[config.mk]
export PLATFORM = sky130hd
export DESIGN_NAME = gate_tester
export DESIGN_NICKNAME = d
export VERILOG_FILES = /design/src/rtl/gate_tester.sv
export SDC_FILE = /design/constraint.sdc
export NUM_CORES = 1
export LEC_CHECK = 0
export ABC_AREA = 1
export CORE_UTILIZATION = 56
export CTS_CLUSTER_SIZE = 30
export DETAILED_ROUTE_END_ITERATION = 6
export PLACE_DENSITY = 0.83
export SYNTH_ARGS = -nofsm -noshare
export SYNTH_HDL_FRONTEND = slang
export SYNTH_SLANG_ARGS = --single-unit
[constraint.sdc]
create_clock -name clk -period 3.1 [get_ports clk]
set_input_delay 0.62 -clock clk [delete_from_list [all_inputs] [get_ports clk]]
set_output_delay 0.62 -clock clk [all_outputs]
set_load 0.1 [all_outputs]
[src/rtl/gate_tester.sv]
// Two-input gate tester: drives the four input vectors to an external gate, samples
// its response after a settle time and reports per-vector mismatches and a pass flag.
module gate_tester #(
  parameter int unsigned SETTLE = 4
) (
  input  logic       clk,
  input  logic       rst_n,
  input  logic       start,
  input  logic [2:0] gate_sel,
  output logic       in1,
  output logic       in2,
  input  logic       out,
  output logic       busy,
  output logic       done,
  output logic       pass,
  output logic [3:0] mismatch,
  output logic [2:0] err_count
);

  localparam int unsigned CNT_W = 4;

  typedef enum logic [1:0] {
    IDLE = 2'd0,
    RUN  = 2'd1,
    DONE = 2'd2
  } state_t;

  state_t           state_q;
  logic [2:0]       sel_q;
  logic [CNT_W-1:0] cnt_q;
  logic             in1_q;
  logic             in2_q;
  logic             busy_q;
  logic             done_q;
  logic             pass_q;
  logic [3:0]       mism_q;
  logic [2:0]       err_q;
  logic [1:0]       vec_c;
  logic             exp_c;

  assign vec_c = {in1_q, in2_q};

  // Expected response of the latched gate function for the vector currently driven.
  always_comb begin
    exp_c = 1'b0;
    case (sel_q)
      3'd0:    exp_c = in1_q & in2_q;
      3'd1:    exp_c = in1_q | in2_q;
      3'd2:    exp_c = ~(in1_q & in2_q);
      3'd3:    exp_c = ~(in1_q | in2_q);
      3'd4:    exp_c = in1_q ^ in2_q;
      3'd5:    exp_c = ~(in1_q ^ in2_q);
      default: exp_c = 1'b0;
    endcase
  end

  // cnt_q counts down the settle window; the response is sampled as it leaves 1 and
  // the next vector is launched one edge later, when it has reached 0.
  always_ff @(posedge clk or negedge rst_n) begin
    if (!rst_n) begin
      state_q <= IDLE;
      sel_q   <= 3'd0;
      cnt_q   <= '0;
      in1_q   <= 1'b0;
      in2_q   <= 1'b0;
      busy_q  <= 1'b0;
      done_q  <= 1'b0;
      pass_q  <= 1'b0;
      mism_q  <= 4'd0;
      err_q   <= 3'd0;
    end else begin
      done_q <= 1'b0;
      case (state_q)
        IDLE: begin
          if (start) begin
            sel_q  <= gate_sel;
            pass_q <= 1'b0;
            busy_q <= 1'b1;
            in1_q  <= 1'b0;
            in2_q  <= 1'b0;
            if (gate_sel <= 3'd5) begin
              mism_q  <= 4'd0;
              err_q   <= 3'd0;
              cnt_q   <= CNT_W'(SETTLE);
              state_q <= RUN;
            end else begin
              // Unknown gate function: report every vector as failed without driving any.
              mism_q  <= 4'b1111;
              err_q   <= 3'd4;
              state_q <= DONE;
            end
          end
        end
        RUN: begin
          if (cnt_q == CNT_W'(0)) begin
            {in1_q, in2_q} <= vec_c + 2'd1;
            cnt_q          <= CNT_W'(SETTLE);
          end else begin
            cnt_q <= cnt_q - CNT_W'(1);
            if (cnt_q == CNT_W'(1)) begin
              if (out != exp_c) begin
                mism_q[vec_c] <= 1'b1;
                err_q         <= err_q + 3'd1;
              end
              if (vec_c == 2'd3) begin
                state_q <= DONE;
              end
            end
          end
        end
        DONE: begin
          done_q  <= 1'b1;
          busy_q  <= 1'b0;
          pass_q  <= (mism_q == 4'd0);
          in1_q   <= 1'b0;
          in2_q   <= 1'b0;
          state_q <= IDLE;
        end
        default: state_q <= IDLE;
      endcase
    end
  end

  assign in1       = in1_q;
  assign in2       = in2_q;
  assign busy      = busy_q;
  assign done      = done_q;
  assign pass      = pass_q;
  assign mismatch  = mism_q;
  assign err_count = err_q;

endmodule

==> run_1/registers.png <==
Scale bar: 10 µm. Other sequential cells in the stronger gray, the rest of the logic in the fainter gray.
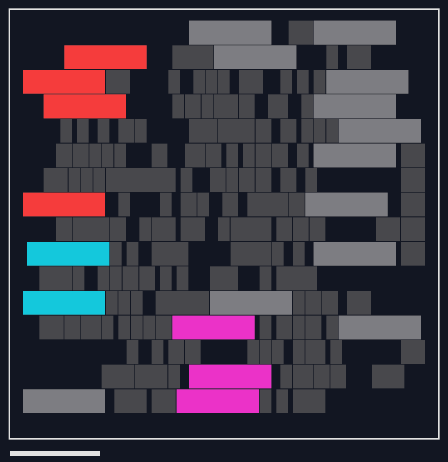
sel_q -> magenta  # flops 3
cnt_q -> red  # flops 4, where north-west
state_q -> cyan  # flops 2
not colored = 12

==> run_1/final_congestion.png <==
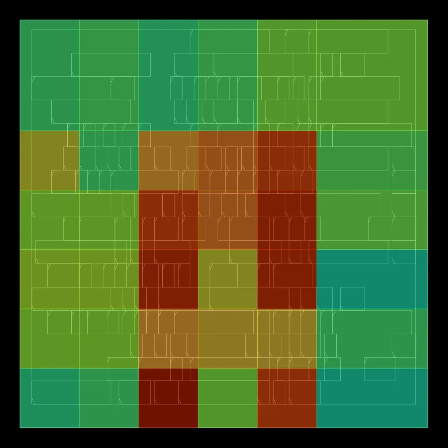
grt met1 use: 34.3%
GRT busiest layer: met2
GRT met3 Usage: 4.23%

==> run_1/metal_stack.png <==
Only two layers are drawn.
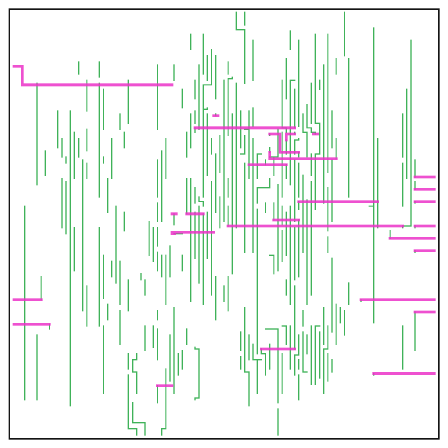
met2 -> green  # wire length 1120 µm
met3 -> magenta  # wire length 133 µm

## run 1: how the worst max path moves through the flow
| stage | from | slack [ps] | cells after the start | end |
|---|---|---|---|---|
| 3_3_place_gp | start | 1190 | 5 | pass$_DFFE_PN0P_ |
| 4_1_cts | in1$_DFFE_PN0P_ | 1220 | 11 | mismatch[3]$_DFFE_PN0P_ |
| 5_1_grt | in2$_DFFE_PN0P_ | 1010 | 12 | err_count[2]$_DFFE_PN0P_ |
| 3_5_place_dp | start | 1140 | 6 | mismatch[3]$_DFFE_PN0P_ |
| 2_1_floorplan | in2$_DFFE_PN0P_ | 720 | 11 | err_count[0]$_DFFE_PN0P_ |
| 6_report | in1$_DFFE_PN0P_ | 1170 | 11 | mismatch[3]$_DFFE_PN0P_ |
## run 1: sequential cells by signal, indices dropped and copies added, names as in the netlist
register and flops:
in2 1, pass 1, done 1, mismatch 4
busy 1, in1 1, err_count 3, cnt_q 4
sel_q 3, state_q 2
## run 1: cell type report
type | count | area share (%)
Inverter | 19 | 5.41
Sequential cell | 21 | 38.5
Tap cell | 27 | 2.48
Clock buffer | 4 | 1.93
Timing Repair Buffer | 18 | 11.0
Multi-Input combinational cell | 102 | 40.6
## run 1: cell usage after synthesis
cell type	instances	area [µm²]
nor2_2	1	6.26
inv_2	2	7.51
inv_1	16	60.1
dfrtp_1	21	526
a31oi_4	1	21.3
o21ai_0	13	65.1
a22o_1	1	8.76
a21oi_1	1	5.00
inv_4	1	6.26
nand2_1	38	143
ha_1	5	62.6
nand4_1	2	12.5
a22oi_1	1	7.51
xnor2_1	1	8.76
o21ai_1	4	20.0
nor2_4	2	22.5
nor3_4	1	16.3
nor4_1	1	6.26
nand3_1	17	85.1
a21boi_0	1	7.51
nor2_1	10	37.5
a211oi_1	1	7.51
nand2_4	1	11.3
## run 1: cells by family (layout without fill, tap and decap cells)
family	count (synthesis)	after routing	synth area share, %
simple gates	73	73	29.5
flops	21	21	45.6
xor+xnor	1	1	0.759
buf+inv	19	41	6.40
fa+ha+maj	5	5	5.42
compound gates	23	23	12.4
## run 1: metrics by stage
stage          hold WS (ps)  instance area (µm²)
2_1_floorplan           324                 1150
3_3_place_gp            483                 1340
3_5_place_dp            502                 1340
4_1_cts                 527                 1360
5_1_grt                 545                 1360
6_report                524                 1360
## run 1: per-layer routing
layer / wire, µm / up-vias / track usage [%]
li1: - / 511 / -
met1: 1090 / 468 / 34.3
met2: 1120 / 37 / 38.4
met3: 132 / 8 / 4.23
met4: 51 / 0 / 14.3
met5: 0 / - / 0
## run 1: worst min-delay path, stage by stage, from the launching register on
cell	delay (ps)
dfrtp_1	390
nand2_1	60
nand2_1	50
==> flow_summary.json, run 1 <==
{
  "drv_slew": 0,
  "worst_slew_pin_slew_ps": 920,
  "finalHoldViolCount": 0,
  "holdPathEnd": "err_count[1]$_DFFE_PN0P_",
  "maxSlewHeadroom_pct": 38.5,
  "arrival_ps": 2180,
  "r2r_end": "mismatch[3]$_DFFE_PN0P_",
  "setup_viol": 0,
  "cts_buffers": 3,
  "drv_cap": 0,
  "cp_top_family": "simple AND/OR/NAND/NOR gates",
  "vias": 1024,
  "grt_overflow": 0,
  "gp_congestion": 0.886,
  "drive_above_1_share_pct": 14.6,
  "dp_hpwl_um": 1820,
  "die_w_um": 47.4,
  "period_needed_ps": 1930,
  "path_buffers": 2,
  "fin_cells": 191,
  "crit_slowest_cell": "dfrtp_1",
  "status": "finished, final reports clean",
  "period_used_pct": 62.3,
  "skew_ps": 4.35,
  "ys_area_mm2": 0.00115,
  "regToRegSetupSlack_ps": 1170,
  "insertion_delay_ps": 310,
  "flop_area_um2": 526,
  "ctsResizeCount": 0,
  "cts_tree": "yes",
  "fp.dieH_um": 47.4,
  "warning_count": 29,
  "routed_wl_um": 2400,
  "cts_hold_buffers": 0,
  "rows": 16,
  "hold_path.startpoint": "err_count[1]$_DFFE_PN0P_",
  "pre_cts_slack_ps": 1140,
  "startpoint_type": "flop",
  "critPathMostFrequentCell": "nand3_1",
  "yosys-stat-cells": 142,
  "syn_area_mm2": 0.00115,
  "syn_to_final_growth_pct": 18.2,
  "critical-path-max-stage-delay_ps": 420,
  "critPathKind": "flop to flop",
  "place_inst": 187,
  "wire_per_inst_um": 12.6,
  "portBuffers": 18,
  "path_cells": "inv_1 > ha_1 > inv_1 > nand2_1 > nand3_1 > nand3_1 > nand3_1 > nand3_1 > nand2_4 > nand2_1 > nand2_1",
  "synth-seq-area-share_pct": 45.6,
  "n_fill_cell": 152,
  "antenna_found_initial": 0,
  "io_pins": 19,
  "postRouteAntennaNets": 0,
  "fmax_ghz": 0.518,
  "first_pass_iters": 5,
  "ys_types": 23,
  "ys_warn_count": 0,
  "comb_area_um2": 554,
  "clock-root-buffer": "clkbuf_4",
  "drtIter0Drc": 29,
  "fin_nets": 177,
  "clockBufferDepth": 2,
  "rr_startpoint": "in1$_DFFE_PN0P_",
  "setup_slack_ps": 1170,
  "grt_setup_unrepaired": "false",
  "hold_depth": 2,
  "post_drt_via_cell_ratio": 5.36,
  "postCtsSetupRepairBufs": 0,
  "hp-class": "flop to flop",
  "crit_required_ps": 3350,
  "num_antenna_cells": 0,
  "drc_errors": 0,
  "die_area_mm2": 0.00225,
  "grt_max_degree": 22,
  "lay_top_count": "nand2_1",
  "syn_inst": 142,
  "core_mm2": 0.00194,
  "reg2reg_depth": 11,
  "htreeDepth": 1,
  "final_cell_mix": "nand2_1 (38), dfrtp_1 (21), nand3_1 (17)",
  "endpoint_kind": "flop",
  "final.setup.tns_ps": 0,
  "path_clk_slew_ps": 110,
  "fp_nets": 154,
  "grt_pass1_wl_um": 3860,
  "grt_usage_pct": 25.4,
  "post-route-util_pct": 70.2,
  "grt_pass1_vias": 912,
  "ys.flops": 21,
  "cp_max_fo": 8,
  "avgSynthCellArea_um2": 8.12,
  "fp_util_pct": 59.4,
  "cts.sinks": 21
}
==> run_1/port_nets.png <==
Scale bar: 10 µm.
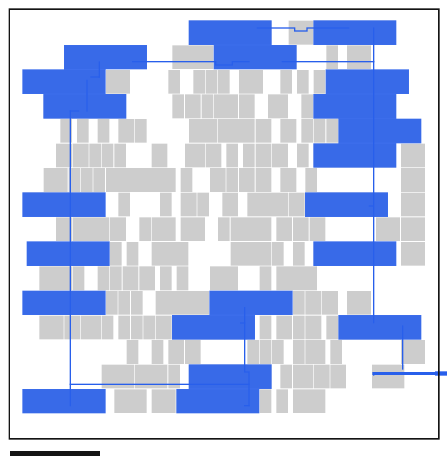

==> run 2, diff against run 1 <==
--- a/config.mk
+++ b/config.mk
@@ -6,10 +6,10 @@
 export NUM_CORES = 1
 export LEC_CHECK = 0
 export ABC_AREA = 1
-export CORE_UTILIZATION = 56
+export CORE_UTILIZATION = 52
 export CTS_CLUSTER_SIZE = 30
 export DETAILED_ROUTE_END_ITERATION = 6
-export PLACE_DENSITY = 0.83
+export PLACE_DENSITY = 0.78
 export SYNTH_ARGS = -nofsm -noshare
 export SYNTH_HDL_FRONTEND = slang
 export SYNTH_SLANG_ARGS = --single-unit
==> constraint.sdc (replaced) <==
create_clock -name clk -period 1.9 [get_ports clk]
set_input_delay 0.38 -clock clk [delete_from_list [all_inputs] [get_ports clk]]
set_output_delay 0.38 -clock clk [all_outputs]
set_load 0.1 [all_outputs]
==> run_2/port_nets.png <==
Scale bar: 10 µm.
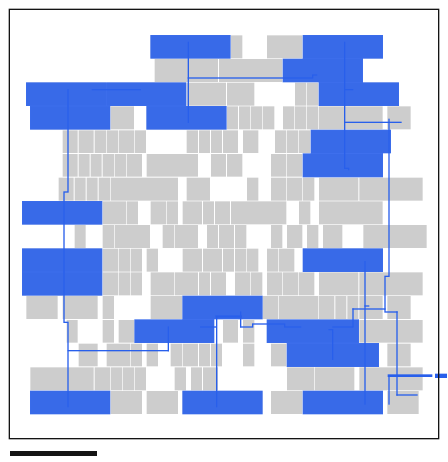
rst_n -> blue  # bits 1, direction input, edge east, end cells 21, buffers 3, wire 201 µm

==> flow_summary.json, run 2 <==
{
  "postCtsSetupRepairBufs": 0,
  "cp_max_fo": 8,
  "fp_nets": 154,
  "maxSlewHeadroom_pct": 57.4,
  "fin_nets": 180,
  "portBuffers": 18,
  "startpoint_type": "flop",
  "die_area_mm2": 0.00241,
  "grt_setup_unrepaired": "false",
  "status": "finished, final reports clean",
  "gp_congestion": 0.862,
  "insertion_delay_ps": 290,
  "vias": 1020,
  "postRouteAntennaNets": 0,
  "cts_tree": "yes",
  "ys_warn_count": 0,
  "first_pass_iters": 4,
  "io_pins": 19,
  "grt_pass1_vias": 978,
  "synth-seq-area-share_pct": 45.6,
  "grt_usage_pct": 23.7,
  "fmax_ghz": 0.562,
  "grt_overflow": 0,
  "lay_top_count": "nand2_1",
  "top_cell_area_share_pct": 45.6,
  "arrival_ps": 1970,
  "crit_required_ps": 2090,
  "top_area_cell": "dfrtp_1",
  "skew_ps": 2.64,
  "antenna_found_initial": 0,
  "regToRegSetupSlack_ps": 120,
  "drv_cap": 0,
  "worst_slew_pin_slew_ps": 638,
  "num_antenna_cells": 0,
  "syn_to_final_growth_pct": 32.8,
  "ys_types": 23,
  "syn_inst": 142,
  "cts_hold_buffers": 0,
  "rows": 16,
  "yosys-stat-cells": 142,
  "dp_hpwl_um": 2050,
  "ctsResizeCount": 0,
  "grt_max_degree": 15,
  "most_common_cell": "nand2_1",
  "syn_area_mm2": 0.00115,
  "post_drt_via_cell_ratio": 5.26,
  "drv_slew": 0,
  "hp-class": "input pin to asynchronous set/reset pin",
  "final_cell_mix": "nand2_1 (38), dfrtp_1 (19), nand3_1 (16)",
  "drc_errors": 0,
  "period_needed_ps": 1780,
  "clock-root-buffer": "clkbuf_4",
  "critPathKind": "flop to flop",
  "cts_buffers": 3,
  "drtIter0Drc": 44,
  "ys_area_mm2": 0.00115,
  "path_clk_slew_ps": 110,
  "synth-edff-count": 0,
  "final.setup.tns_ps": 0,
  "fp.dieH_um": 49.1,
  "grt_pass1_wl_um": 4330,
  "clockBufferDepth": 2,
  "ys.flops": 21,
  "core_mm2": 0.00202,
  "avgSynthCellArea_um2": 8.12,
  "period_used_pct": 93.6,
  "worst_hold_slack_ps": 469,
  "wire_per_inst_um": 12.9,
  "die_w_um": 49.1,
  "finalHoldViolCount": 0,
  "drive_above_1_share_pct": 19.2,
  "area_leaders": "dfrtp_1 (46%), nand2_1 (12%), nand3_1 (7.4%)",
  "warning_count": 29,
  "ys.flop_type": "dfrtp_1",
  "top_cells_by_count": "nand2_1 (38), dfrtp_1 (21), nand3_1 (17), inv_1 (16), o21ai_0 (13)",
  "endpoint_kind": "flop",
  "setup_viol": 0,
  "fp_util_pct": 57.1,
  "htreeDepth": 1,
  "routed_wl_um": 2510,
  "cts.sinks": 21,
  "synthArstFlopShare_pct": 100
}
==> run_2/registers.png <==
Scale bar: 10 µm. Other sequential cells in the stronger gray, the rest of the logic in the fainter gray.
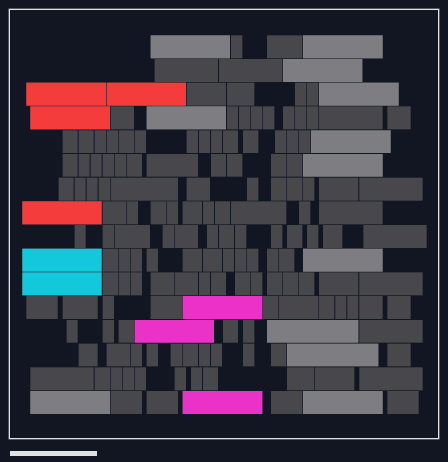
sel_q -> magenta  # flops 3
state_q -> cyan  # flops 2
cnt_q -> red  # flops 4, where north-west
not colored = 12

run 2: cell count changes in the layout (fill, tap and decap cells not counted), sizes merged:
cell  change
buf       +3
run 2: final timing paths:
path	end	cells after the start	startpoint
max reg2reg	err_count[1]$_DFFE_PN0P_	12	in2$_DFFE_PN0P_
min reg2reg	cnt_q[2]$_DFFE_PN0P_	2	cnt_q[2]$_DFFE_PN0P_
min in group clk	cnt_q[2]$_DFFE_PN0P_	2	cnt_q[2]$_DFFE_PN0P_
max	err_count[1]$_DFFE_PN0P_	12	in2$_DFFE_PN0P_
min	in1$_DFFE_PN0P_	1	rst_n
max in group asynchronous	err_count[1]$_DFFE_PN0P_	2	rst_n
run 2: logic make-up after synthesis:
logic type	Yosys count	synth area share, %
and+or+nand+nor	73	29.5
AOI/OAI and AO/OA	23	12.4
DFF	21	45.6
buffers and inverters	19	6.40
adders and majority gates	5	5.42
xor gates and xnor gates	1	0.759
run 2: layout make-up:
| cell class | count | area [µm²] |
|---|---|---|
| inverter | 19 | 73.8 |
| multi-input combinational | 102 | 567 |
| timing repair buffer | 21 | 298 |
| clock buffer | 4 | 26.3 |
| tap | 27 | 33.8 |
| fill | 136 | 490 |
| sequential | 21 | 533 |
run 2: routing by layer:
metal	part of all wire [%]	vias to the layer above	global-route usage (%)
li1	-	516	-
met2	54	37	42.9
met4	0.40	0	6.37
met1	41	465	29.3
met3	3.9	2	3.12
met5	0	-	0
run 2: critical path, stage by stage, from the launching register on:
cell,delay (ps)
dfrtp_4,530
inv_2,100
ha_1,250
inv_1,70
nand2_1,50
nand3_1,100
nand2_1,60
nand2_1,50
nand3_1,110
nand3_4,130
nand2_4,90
nand2_1,80
nand2_1,60
run 2: metrics by stage:
stage / cells / worst slack, ps / instance area (µm²) / util, %
finish: 194 / 121 / 1530 / 75.7
global route: 194 / 31.5 / 1530 / 75.7
CTS: 194 / 25.4 / 1520 / 75.4
detailed placement: 190 / 69.0 / 1500 / 74.1
global placement: 190 / 204 / 1500 / 74.1
floorplan: 142 / 47.0 / 1170 / -
